$ cat src/rtl/instr_fetch_buffer.sv
// Fetch stage: takes one PC at a time, reads a word from instruction memory with a
// bounded wait, and queues {pc, instr, misalign, buserr} for decode; flush discards all.
module instr_fetch_buffer #(
  parameter int          DEPTH     = 2,
  parameter int          TIMEOUT   = 16,
  parameter logic [31:0] NOP_INSTR = 32'h00000013
) (
  input  logic        clk,
  input  logic        reset,
  input  logic        pc_valid,
  input  logic [31:0] pc_addr,
  output logic        pc_ready,
  input  logic        flush,
  output logic        imem_req,
  output logic [31:0] imem_addr,
  input  logic        imem_rvalid,
  input  logic [31:0] imem_rdata,
  output logic        if_valid,
  input  logic        if_ready,
  output logic [31:0] if_pc,
  output logic [31:0] if_instr,
  output logic        if_misalign,
  output logic        if_buserr
);

  localparam int PW = (DEPTH > 1) ? $clog2(DEPTH) : 1;
  localparam int CW = PW + 1;
  localparam int TW = $clog2(TIMEOUT) + 1;

  localparam logic [1:0] S_IDLE = 2'd0;
  localparam logic [1:0] S_WAIT = 2'd1;
  localparam logic [1:0] S_MIS  = 2'd2;
  localparam logic [1:0] S_DROP = 2'd3;

  // Handshakes: a transfer happens on a cycle where valid and ready are both high;
  // valid never depends on ready, and a flush cycle transfers nothing.

  logic [1:0]    state_q, state_d;
  logic [TW-1:0] tmo_q, tmo_d;
  logic [31:0]   cur_pc_q, cur_pc_d;
  logic [CW-1:0] count_q, count_d;
  logic [PW-1:0] wr_ptr_q, wr_ptr_d, rd_ptr_q, rd_ptr_d;
  logic [31:0]   pc_mem_q [DEPTH];
  logic [31:0]   pc_mem_d [DEPTH];
  logic [31:0]   instr_mem_q [DEPTH];
  logic [31:0]   instr_mem_d [DEPTH];
  logic [DEPTH-1:0] mis_mem_q, mis_mem_d, err_mem_q, err_mem_d;

  logic        accept, aligned, push, pop;
  logic [31:0] push_instr;
  logic        push_mis, push_err;

  always_comb begin
    aligned   = (pc_addr[1:0] == 2'b00);
    pc_ready  = (state_q == S_IDLE) && (count_q < CW'(DEPTH)) && !flush && !reset;
    accept    = pc_valid && pc_ready;
    imem_req  = accept && aligned;
    imem_addr = pc_addr;
    if_valid  = (count_q != '0) && !reset;
    pop       = if_valid && if_ready && !flush;
  end

  always_comb begin
    state_d    = state_q;
    tmo_d      = tmo_q;
    cur_pc_d   = cur_pc_q;
    push       = 1'b0;
    push_instr = NOP_INSTR;
    push_mis   = 1'b0;
    push_err   = 1'b0;
    case (state_q)
      S_IDLE: begin
        if (accept) begin
          state_d  = aligned ? S_WAIT : S_MIS;
          tmo_d    = '0;
          cur_pc_d = pc_addr;
        end
      end
      S_MIS: begin
        push     = 1'b1;
        push_mis = 1'b1;
        state_d  = S_IDLE;
      end
      S_WAIT: begin
        if (imem_rvalid) begin
          push       = 1'b1;
          push_instr = imem_rdata;
          state_d    = S_IDLE;
          tmo_d      = '0;
        end else if (tmo_q == TW'(TIMEOUT - 1)) begin
          // The late response still has to be swallowed before the next request.
          push     = 1'b1;
          push_err = 1'b1;
          state_d  = S_DROP;
          tmo_d    = '0;
        end else begin
          tmo_d = tmo_q + TW'(1);
        end
      end
      S_DROP: begin
        if (imem_rvalid) state_d = S_IDLE;
      end
      default: state_d = S_IDLE;
    endcase
    if (flush) begin
      tmo_d = '0;
      push  = 1'b0;
      case (state_q)
        S_WAIT:  state_d = imem_rvalid ? S_IDLE : S_DROP;
        S_DROP:  state_d = S_DROP;
        default: state_d = S_IDLE;
      endcase
    end
  end

  always_comb begin
    pc_mem_d    = pc_mem_q;
    instr_mem_d = instr_mem_q;
    mis_mem_d   = mis_mem_q;
    err_mem_d   = err_mem_q;
    wr_ptr_d    = wr_ptr_q;
    rd_ptr_d    = rd_ptr_q;
    count_d     = count_q;
    if (flush) begin
      wr_ptr_d = '0;
      rd_ptr_d = '0;
      count_d  = '0;
    end else begin
      if (push) begin
        pc_mem_d[wr_ptr_q]    = cur_pc_q;
        instr_mem_d[wr_ptr_q] = push_instr;
        mis_mem_d[wr_ptr_q]   = push_mis;
        err_mem_d[wr_ptr_q]   = push_err;
        wr_ptr_d              = wr_ptr_q + PW'(1);
      end
      if (pop) rd_ptr_d = rd_ptr_q + PW'(1);
      count_d = count_q + CW'(push) - CW'(pop);
    end
  end

  always_comb begin
    if_pc       = pc_mem_q[rd_ptr_q];
    if_instr    = instr_mem_q[rd_ptr_q];
    if_misalign = mis_mem_q[rd_ptr_q];
    if_buserr   = err_mem_q[rd_ptr_q];
  end

  always_ff @(posedge clk) begin
    if (reset) begin
      state_q   <= S_IDLE;
      tmo_q     <= '0;
      cur_pc_q  <= '0;
      count_q   <= '0;
      wr_ptr_q  <= '0;
      rd_ptr_q  <= '0;
      mis_mem_q <= '0;
      err_mem_q <= '0;
      for (int i = 0; i < DEPTH; i++) begin
        pc_mem_q[i]    <= '0;
        instr_mem_q[i] <= '0;
      end
    end else begin
      state_q     <= state_d;
      tmo_q       <= tmo_d;
      cur_pc_q    <= cur_pc_d;
      count_q     <= count_d;
      wr_ptr_q    <= wr_ptr_d;
      rd_ptr_q    <= rd_ptr_d;
      pc_mem_q    <= pc_mem_d;
      instr_mem_q <= instr_mem_d;
      mis_mem_q   <= mis_mem_d;
      err_mem_q   <= err_mem_d;
    end
  end

endmodule

$ cat config.mk
export PLATFORM = sky130hd
export DESIGN_NAME = instr_fetch_buffer
export DESIGN_NICKNAME = d
export VERILOG_FILES = /design/src/rtl/instr_fetch_buffer.sv
export SDC_FILE = /design/constraint.sdc
export NUM_CORES = 1
export LEC_CHECK = 0
export CORE_MARGIN = 3
export CORE_UTILIZATION = 46
export CTS_CLUSTER_SIZE = 16
export DETAILED_ROUTE_END_ITERATION = 12
export PLACE_DENSITY = 0.73
export SETUP_SLACK_MARGIN = 0.5
export SYNTH_ARGS = -nofsm -noshare
export SYNTH_HDL_FRONTEND = slang
export SYNTH_SLANG_ARGS = --single-unit
export TNS_END_PERCENT = 50
$ cat constraint.sdc
create_clock -name clk -period 2.15 [get_ports clk]
set_input_delay 0.5375 -clock clk [delete_from_list [all_inputs] [get_ports clk]]
set_output_delay 0.5375 -clock clk [all_outputs]
set_load 0.05 [all_outputs]
==> images/congestion_map.png <==
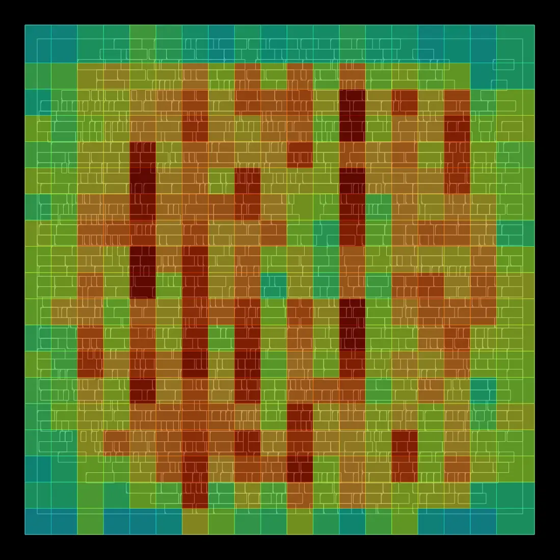
met3 Usage GRT: 0.0548
met1 global-route usage: 0.312
Wirelength per Cell: 19.6 microns
GR peak layer: met2

==> images/util_map.png <==
13 x 13 tiles, from black (low) to pale yellow (high), 0 to 100% covered.
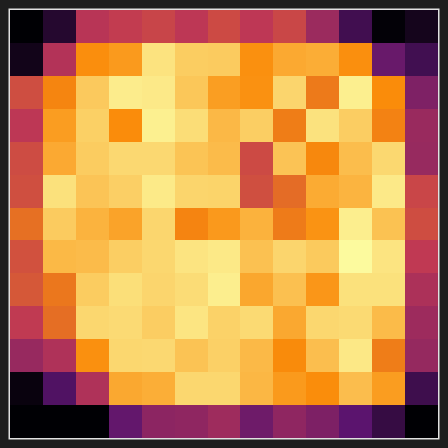
60% of the tiles are over 75% full. The fullest tile reaches 99%. The mean over all tiles is 69%. 3.6% of the tiles are nearly empty.
Floorplan Utilization: 0.473
Final Util: 0.799

==> images/ff_map.png <==
Other sequential cells in the stronger grey, the rest of the logic in the fainter grey.
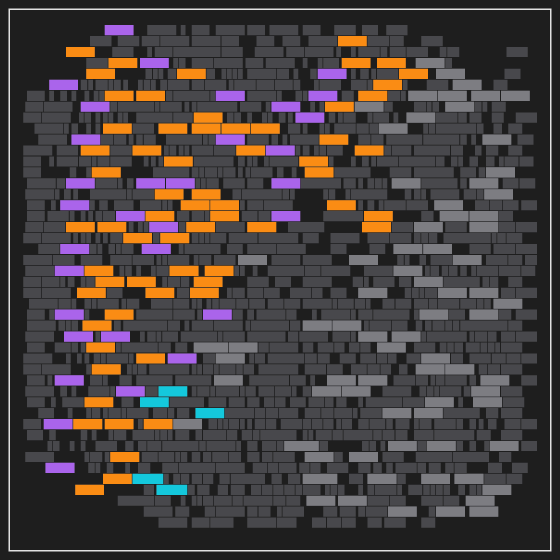
Purple marks `cur_pc_q`, placed flops 32. Orange marks `pc_mem_q`, placed flops 64. Cyan marks `tmo_q`, placed flops 5.
Another 74 sequential cells are not coloured.

==> images/sizing.png <==
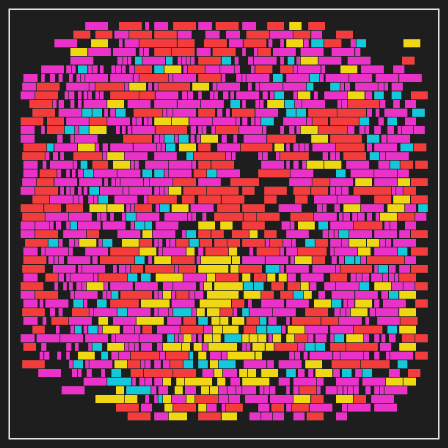
Cyan marks x2, cells 105, most used a21oi_2. Red marks x6 and larger, cells 208, most used buf_12. Magenta marks x1 and smaller, cells 653, most used nand2_1. Yellow marks x3 and x4, cells 139, most used mux2_4.

==> GITHUB_STEP_SUMMARY <==
### Yosys + OpenROAD results

| Metric | Value |
|---|---|
| Switch share | `0.245` |
| Slowest CP cell | `dfxtp_4` |
| Crit Path Category | `flip-flop to output port` |
| Area after DPL | `10000 sq um` |
| Final period utilization | `1.02` |
| Syn avg cell area | `8.60 sq um` |
| P_sw | `1.73 mW` |
| Synth async-reset ratio | `0` |
| HP Start | `pc_addr[18]` |
| I/O pin cnt | `171` |
| Internal | `around 5.3 mW` |
| Clock network power | `3.02 mW` |
| Setup_tns | `-1.49 ns` |
| Final Hold Violation Tally | `0` |
| Critical path's most frequent cell | `buf_6` |
| Chip Area | `18000 sq um` |
| Startpoint types | `flip-flop` |
| Status | `finished, violations left` |
| CTS clk-pin slew, worst paths | `0.07 ns` |
| CP peak stage delay | `between 0.4 and 0.5 ns` |
| CP arrival | `1.67 ns` |
| Synth cell types | `44` |
| Clock share of power | `0.428` |
| WP depth | `4` |
| Synth Warn # | `0` |
| Initial antenna violation count | `0` |
| Worst Path Max Fanout | `8` |
| CP Data Required Time | `1.61 ns` |
| CP top delay family | `buffers and inverters` |
| Worst setup margin | `-0.0527 ns` |
| Setup Skew | `0.0130 ns` |
| Share of layout cells above drive strength 1 | `0.409` |
| Ys flop type | `dfxtp_1` |
| Worst Setup SP | `rd_ptr_q` |
| Vias/cell | `around 5.5` |
| Clk buf depth | `2` |
| Post-synth EDFFs | `0` |
| Top pwr grp | `sequential cells` |
| Post-Layout Cell Count | `between 1000 and 1500` |
| Vias | `7320` |
| Largest net degree at the start of global routing | `65` |
| Post-Synthesis Cell Area | `7560 sq um` |
| Top Layout Cells | `nand2_1, dfxtp_1, a21oi_1, mux2_4, buf_12` |
| Chip Width | `~130 microns` |
| Reg2reg start | `state_q[0]` |
| Clk_lat worst skew | `approximately 0.43 ns` |
| Core box area | `16000 sq um` |
| Power Sequential | `approximately 3.3 mW` |
| Residual DRC | `0` |
| Vias in the first global route | `between 7000 and 8000` |
| First-pass GRT wire length | `36.6 mm` |
| CP bufs+invs | `3` |
| CTS tree | `done` |
| Dominant comb cell | `simple AND/OR/NAND/NOR gates` |
| CTS Buf Count | `17` |
| Synth Area in Simple Gates | `0.192` |
| Top cell excl fill/tap | `nand2_1` |
| GRT overflow | `0` |
| Cells in synth_stat.txt | `between 800 and 900` |
| Tot GR Track Use | `0.251` |
| Seq share, synth | `0.463` |
| Synthesized-area fraction occupied by adder cells | `0.0132` |
| Peak VDD IR | `0.000546 V` |
| IO buf count | `between 150 and 200` |
| Reg-to-reg critical path endpoint | `count_q[1]` |
| Worst-path cell chain | `buf_6, clkbuf_16, mux2_4, buf_6` |
| Cells after Synth | `~900` |
| Final setup violation count | `roughly 57` |
| 1st-iter DRT viols | `approximately 500` |
| Routed Wire Length | `about 26 mm` |
| Row cnt | `46` |
| Min-Delay Path Class | `input port to flip-flop` |
| Ys flops | `175` |
| Sink Count | `~180` |
| Combinational share of power | `0.107` |
| Pwr/cell area | `between 500 and 600 nW/um^2` |
| Max-slew violation count | `0` |
| Sequential power share | `0.465` |
| CTS root buffer | `clkbuf_16` |
| Detail Route Antenna Nets | `0` |
| Cts repair resizes | `187` |
| Pre-Repair DR Iteration Count | `7` |
| Final worst path period need | `between 2 and 2.5 ns` |
| Internal reg-to-reg setup slack | `0.01 ns` |
| Final instance area | `between 10000 and 15000 sq um` |
| Worst-case reg-to-reg path depth | `11` |
| Failing checks | `setup timing` |
| Setup bufs post-CTS | `24` |
| Hold Buf Count CTS | `0` |
| Logic power comb | `~760 uW` |
| Nets@finish | `~1200` |
| GPL Wtd Cong | `0.819` |
| Tool warning count | `33` |
| Yosys Chip Area | `between 7000 and 8000 sq um` |
==> Yosys cell counts, types with 2 or more instances <==
library cell | count | area (sq um)
nor2b_1 | 2 | 12.5
o21ai_0 | 30 | 150
and3_1 | 31 | 194
o211ai_1 | 2 | 15.0
a31o_2 | 30 | 263
o2111ai_2 | 2 | 30.0
dfxtp_1 | 175 | 3500
nor2_1 | 20 | 75.1
and2_1 | 2 | 12.5
or4b_1 | 2 | 20.0
nand2b_1 | 2 | 12.5
nand2_1 | 235 | 882
o21ai_1 | 4 | 20.0
xor2_1 | 2 | 17.5
buf_1 | 3 | 11.3
buf_6 | 2 | 22.5
clkbuf_1 | 46 | 173
mux2_2 | 66 | 743
a211oi_1 | 6 | 45.0
buf_2 | 8 | 40.0
nand3_1 | 29 | 145
or2_2 | 2 | 12.5
a21oi_1 | 106 | 531
inv_1 | 6 | 22.5
a2111oi_4 | 2 | 55.1
buf_4 | 38 | 285
o211a_1 | 2 | 20.0
ha_1 | 8 | 100
==> through the flow <==
stage | utilization | power (mW) | setup slack (ns)
2_1_floorplan | - | 3.70 | -0.577
3_3_place_gp | 0.627 | 4.03 | -0.266
3_5_place_dp | 0.627 | 4.03 | -0.292
4_1_cts | 0.741 | 7.01 | -0.0253
5_1_grt | 0.799 | 7.23 | -0.109
6_report | 0.799 | 7.06 | -0.0527
==> cell type report <==
cell class,instances,area [sq um]
inverter,7,31.3
clock buffer,22,484
clock inverter,7,80.1
timing repair buffer,294,4230
multi-input combinational,600,4160
fill,953,3220
tap,216,270
sequential,175,3520
==> layer usage <==
layer / up-vias / routed length, microns / share of wire
li1: 3408 / - / -
met1: 3557 / 10400 / 0.40
met2: 307 / 13400 / 0.52
met3: 48 / 1600 / 0.062
met4: 0 / 434 / 0.017
met5: - / 0 / 0
Power figures rest on the tool's default switching activity, not on a simulated workload.
